===== config.mk =====
export PLATFORM = sky130hd
export DESIGN_NAME = medidor_faixa_mc
export DESIGN_NICKNAME = d
export VERILOG_FILES = /design/src/rtl/medidor_faixa_mc.sv
export SDC_FILE = /design/constraint.sdc
export NUM_CORES = 1
export LEC_CHECK = 0
export ABC_AREA = 1
export CORE_ASPECT_RATIO = 0.7
export CORE_MARGIN = 2
export CORE_UTILIZATION = 30
export CTS_BUF_LIST = sky130_fd_sc_hd__clkbuf_4 sky130_fd_sc_hd__clkbuf_8
export CTS_CLUSTER_SIZE = 16
export DETAILED_ROUTE_END_ITERATION = 16
export PLACE_DENSITY = 0.45
export SYNTH_ARGS = -nofsm -noshare
export SYNTH_HDL_FRONTEND = slang
export SYNTH_SLANG_ARGS = --single-unit

===== constraint.sdc =====
create_clock -name i_clock -period 3.35 [get_ports i_clock]
set_input_delay 0.67 -clock i_clock [delete_from_list [all_inputs] [get_ports i_clock]]
set_output_delay 0.67 -clock i_clock [all_outputs]
set_load 0.01 [all_outputs]

===== src/rtl/medidor_faixa_mc.sv =====
// medidor_faixa_mc: multi-channel ultrasonic range meter with window check.
// Triggers each sensor in turn, times its echo and reports one result per channel.
module medidor_faixa_mc #(
    parameter int N_CH           = 2,
    parameter int W              = 12,
    parameter int CLK_PER_UNIT   = 2941,
    parameter int TRIG_CYCLES    = 500,
    parameter int TIMEOUT_CYCLES = 1500000
) (
    input  logic            i_clock,
    input  logic            i_reset,
    input  logic            i_medir,
    input  logic            i_continuo,
    input  logic [W-1:0]    i_upperL,
    input  logic [W-1:0]    i_lowerL,
    input  logic [N_CH-1:0] i_echo,
    output logic [N_CH-1:0] o_trigger,
    output logic            o_res_valid,
    input  logic            i_res_ready,
    output logic [2:0]      o_res_canal,
    output logic [W-1:0]    o_res_medida,
    output logic            o_res_dentro,
    output logic            o_res_timeout,
    output logic [N_CH-1:0] o_dentro,
    output logic            o_acertou,
    output logic [3:0]      o_db_estado
);

    typedef enum logic [3:0] {
        S_IDLE = 4'd0,
        S_TRIG = 4'd1,
        S_WAIT = 4'd2,
        S_MEAS = 4'd3,
        S_RES  = 4'd4,
        S_NEXT = 4'd5,
        S_FIM  = 4'd6
    } state_t;

    localparam logic [31:0]  TRIG_LAST = TRIG_CYCLES - 1;
    localparam logic [31:0]  TMO_LAST  = TIMEOUT_CYCLES - 1;
    localparam logic [31:0]  UNIT_LAST = CLK_PER_UNIT - 1;
    localparam logic [W-1:0] MED_MAX   = '1;
    localparam logic [W-1:0] MED_PRE   = MED_MAX - 1'b1;
    // The cycle that shows the rising edge is already the first high cycle.
    localparam logic [W-1:0] MED_START = (CLK_PER_UNIT == 1) ? W'(1) : '0;
    localparam logic [31:0]  CNT_START = (CLK_PER_UNIT == 1) ? 32'd0 : 32'd1;

    state_t          r_state;
    logic [2:0]      r_ch;
    logic [31:0]     r_cnt;
    logic [W-1:0]    r_med;
    logic [W-1:0]    r_upper;
    logic [W-1:0]    r_lower;
    logic [N_CH-1:0] r_sync1;
    logic [N_CH-1:0] r_sync2;
    logic            r_echo_prev;
    logic [N_CH-1:0] r_trigger;
    logic            r_valid;
    logic            r_res_dentro;
    logic            r_res_to;
    logic [N_CH-1:0] r_dentro;
    logic            r_acertou;

    logic            w_echo;
    logic            w_hit;
    logic [N_CH-1:0] w_oh_ch;

    function automatic logic [N_CH-1:0] f_onehot(input logic [2:0] c);
        logic [N_CH-1:0] v;
        v = '0;
        for (int i = 0; i < N_CH; i++) begin
            if (c == 3'(i)) v[i] = 1'b1;
        end
        return v;
    endfunction

    always_comb begin
        w_echo = 1'b0;
        for (int i = 0; i < N_CH; i++) begin
            if (r_ch == 3'(i)) w_echo = r_sync2[i];
        end
    end

    assign w_oh_ch = f_onehot(r_ch);
    assign w_hit   = (r_lower <= r_med) && (r_med <= r_upper);

    always_ff @(posedge i_clock or negedge i_reset) begin
        if (!i_reset) begin
            r_state      <= S_IDLE;
            r_ch         <= '0;
            r_cnt        <= '0;
            r_med        <= '0;
            r_upper      <= '0;
            r_lower      <= '0;
            r_sync1      <= '0;
            r_sync2      <= '0;
            r_echo_prev  <= 1'b0;
            r_trigger    <= '0;
            r_valid      <= 1'b0;
            r_res_dentro <= 1'b0;
            r_res_to     <= 1'b0;
            r_dentro     <= '0;
            r_acertou    <= 1'b0;
        end else begin
            r_sync1     <= i_echo;
            r_sync2     <= r_sync1;
            r_echo_prev <= w_echo;
            r_acertou   <= 1'b0;
            unique case (r_state)
                S_IDLE: begin
                    if (i_medir || i_continuo) begin
                        r_state   <= S_TRIG;
                        r_ch      <= '0;
                        r_cnt     <= '0;
                        r_upper   <= i_upperL;
                        r_lower   <= i_lowerL;
                        r_trigger <= f_onehot(3'd0);
                    end
                end
                S_TRIG: begin
                    if (r_cnt == TRIG_LAST) begin
                        r_trigger <= '0;
                        r_cnt     <= '0;
                        r_state   <= S_WAIT;
                    end else begin
                        r_cnt <= r_cnt + 32'd1;
                    end
                end
                S_WAIT: begin
                    if (w_echo && !r_echo_prev) begin
                        r_med   <= MED_START;
                        r_cnt   <= CNT_START;
                        r_state <= S_MEAS;
                    end else if (r_cnt == TMO_LAST) begin
                        r_med        <= '0;
                        r_res_to     <= 1'b1;
                        r_res_dentro <= 1'b0;
                        r_valid      <= 1'b1;
                        r_state      <= S_RES;
                    end else begin
                        r_cnt <= r_cnt + 32'd1;
                    end
                end
                S_MEAS: begin
                    if (!w_echo) begin
                        r_res_to     <= 1'b0;
                        r_res_dentro <= w_hit;
                        r_valid      <= 1'b1;
                        r_state      <= S_RES;
                    end else if (r_cnt == UNIT_LAST) begin
                        r_cnt <= '0;
                        if (r_med == MED_PRE) begin
                            r_med        <= MED_MAX;
                            r_res_to     <= 1'b1;
                            r_res_dentro <= 1'b0;
                            r_valid      <= 1'b1;
                            r_state      <= S_RES;
                        end else begin
                            r_med <= r_med + 1'b1;
                        end
                    end else begin
                        r_cnt <= r_cnt + 32'd1;
                    end
                end
                S_RES: begin
                    if (i_res_ready) begin
                        r_dentro <= (r_dentro & ~w_oh_ch)
                                  | (r_res_dentro ? w_oh_ch : '0);
                        r_valid  <= 1'b0;
                        r_state  <= S_NEXT;
                    end
                end
                S_NEXT: begin
                    if (r_ch < 3'(N_CH - 1)) begin
                        r_ch      <= r_ch + 3'd1;
                        r_cnt     <= '0;
                        r_trigger <= f_onehot(r_ch + 3'd1);
                        r_state   <= S_TRIG;
                    end else begin
                        r_acertou <= &r_dentro;
                        r_state   <= S_FIM;
                    end
                end
                S_FIM: begin
                    if (i_continuo) begin
                        r_state   <= S_TRIG;
                        r_ch      <= '0;
                        r_cnt     <= '0;
                        r_upper   <= i_upperL;
                        r_lower   <= i_lowerL;
                        r_trigger <= f_onehot(3'd0);
                    end else begin
                        r_state <= S_IDLE;
                    end
                end
                default: r_state <= S_IDLE;
            endcase
        end
    end

    assign o_trigger     = r_trigger;
    assign o_res_valid   = r_valid;
    assign o_res_canal   = r_ch;
    assign o_res_medida  = r_med;
    assign o_res_dentro  = r_res_dentro;
    assign o_res_timeout = r_res_to;
    assign o_dentro      = r_dentro;
    assign o_acertou     = r_acertou;
    assign o_db_estado   = r_state;

endmodule


Figure 1. The metal 1 layer.
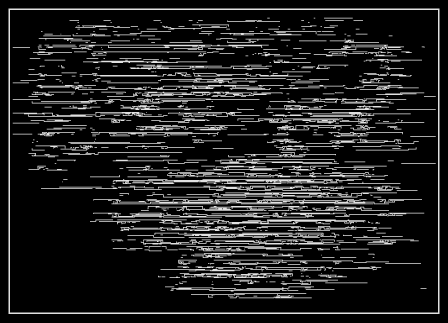
nets with wire on the layer: 921
longest straight run: 47.8 µm
share of all routed wire: 59%
main direction: horizontal
grt met1 use: 0.278
final wirelength: 16.8 mm
routed vias: 5,411

Figure 2. M2 wires.
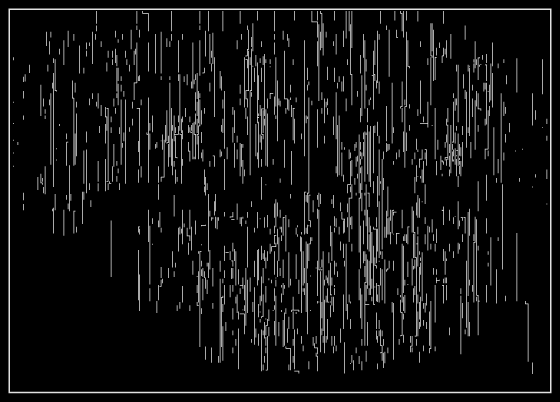
wire length on this layer: 6,000 µm
nets with wire on the layer: 714
share of all routed wire: 36%
GR Util met2: 0.218

state kept, by name, indices dropped and copies added, names as in the netlist, named ones only:
register and count:
o_acertou 1, r_sync2 2, o_db_estado 3, o_res_medida 12, o_res_canal 3, o_res_valid 1
r_sync1 2, r_echo_prev 1, o_res_timeout 1, r_upper 12, o_res_dentro 1, r_lower 12
r_cnt 32, o_trigger 2
power breakdown:
group,total (mW),switching (mW),internal [mW]
Clock,0.749,0.458,0.291
Combinational,1.84,1.16,0.683
Sequential,1.43,0.150,1.28
Total,4.02,1.77,2.26
per-layer routing:
layer | global-route usage | part of all wire | wire length [µm]
met2 | 0.218 | 0.36 | 6000
met5 | 0 | 0 | 0
met1 | 0.278 | 0.59 | 9930
met3 | 0.0310 | 0.042 | 712
met4 | 0.0350 | 0.0076 | 127
==> impl_metrics.csv <==
group,metric,value,unit
final_timing,fin_setup_tns,0,ns
global_route,grt_start_max_net_pins,56,
clock_network,cts_buffers,9,
setup_path,worstReg2RegStart,"o_res_canal[1]$_DFFE_PN0P_",
setup_path,critPathSlowestCell,"dfrtp_1",
final_timing,tightest_slew,0.777,ns
final_timing,finalWorstSetupSlack,0.931,ns
yosys,adder_share,0.0686,
global_route,grt_antenna_before_repair,0,
setup_path,regToRegSetupSlack,0.93,ns
drt,drc,0,
clock_network,clock_latency,0.39,ns
layout,final.clkbuf_count,10,
clock_network,ctsResizeCount,0,
yosys,fp_nets,942,
yosys,postSynthSeqShare,0.362,
setup_path,worstPathMaxFanout,13,
drt,routed_via_density,4.49,
global_route,grt_pass1_wl,28.0,mm
power_and_ir_drop,p_per_area,575,nW/µm²
final_timing,finalClockPeriodUsage,0.722,
setup_path,end_kind,"flop",
drt,drt_pass1_iterations,5,
floorplanning,die_h,122,µm
layout,stdcell_area,6990,µm²
global_route,grt_util_all_layers,0.168,
setup_path,cp_data_arrival_time,2.69,ns
floorplanning,core_area,19700,µm²
layout,sh_comb_area,0.459,
yosys,synth_top_area_share,0.362,
layout,layout_top_cells,"nand2_1, inv_1, nor2_1, dfrtp_1, nand3_1",
outcome,status,"completed",
yosys,netlist_instances,878,
drt,drt-initial-drc-count,335,
floorplanning,n_tap_cell,270,
layout,largest_class,"combinational gates",
setup_path,slowest_delay,0.43,ns
yosys,ys_top_cells_by_count,"nand2_1, inv_1, nor2_1",
global_route,grt_pass1_vias,5124,
clock_network,clkSlewWorstSetupHoldPaths,0.11,ns
setup_path,required,3.62,ns
run,warnings,32,
setup_path,critical-path-top-delay-family,"simple AND/OR/NAND/NOR gates",
floorplanning,rows,43,
yosys,edf_count,0,
yosys,yosys_area,6020,µm²
layout,final_cells,1205,
yosys,synth.area.mux_share,0.0225,
place,dp.cells,1189,
setup_path,path_cells,"inv_1 -> ha_1 -> nor2_1 -> nand2_1 -> nand2_1 -> a21oi_1 -> inv_2 -> nand3_1 -> buf_4 -> nand3_1 -> nand2_1",
final_timing,slew_headroom,0.482,
layout,final_util,0.354,
place,place_ws,0.904,ns
place,postPlaceCellArea,6810,µm²
drt,ant_nets,0,
setup_path,worst_setup_path_start_kind,"flop",
clock_network,cts_tree,"built",
final_timing,hold_ws,0.325,ns
final_timing,rsz0062_at_grt,"no",
yosys,ys_sh_aoi,0.0555,
setup_path,path_depth,11,
clock_network,clock-sinks,87,
yosys,simple_gate_share,0.353,
final_timing,min_period,2.42,ns
yosys,synthDistinctLibCells,31,
final_timing,max_freq,0.413,GHz
yosys,top_area_cell,"dfrtp_1",
drt,wl_per_cell,13.9,µm
clock_network,h-tree-depth,3,
floorplanning,dieArea,21200,µm²
layout,layout.cells.most_common,"nand2_1",
power_and_ir_drop,p_total,4.02,mW
yosys,yosys_warnings,0,
layout,n_all_inverters,126,
clock_network,cts_hold_buf,0,
setup_path,critPathLaunch,"o_res_canal[1]$_DFFE_PN0P_",
Power and IR drop assume default switching activity.
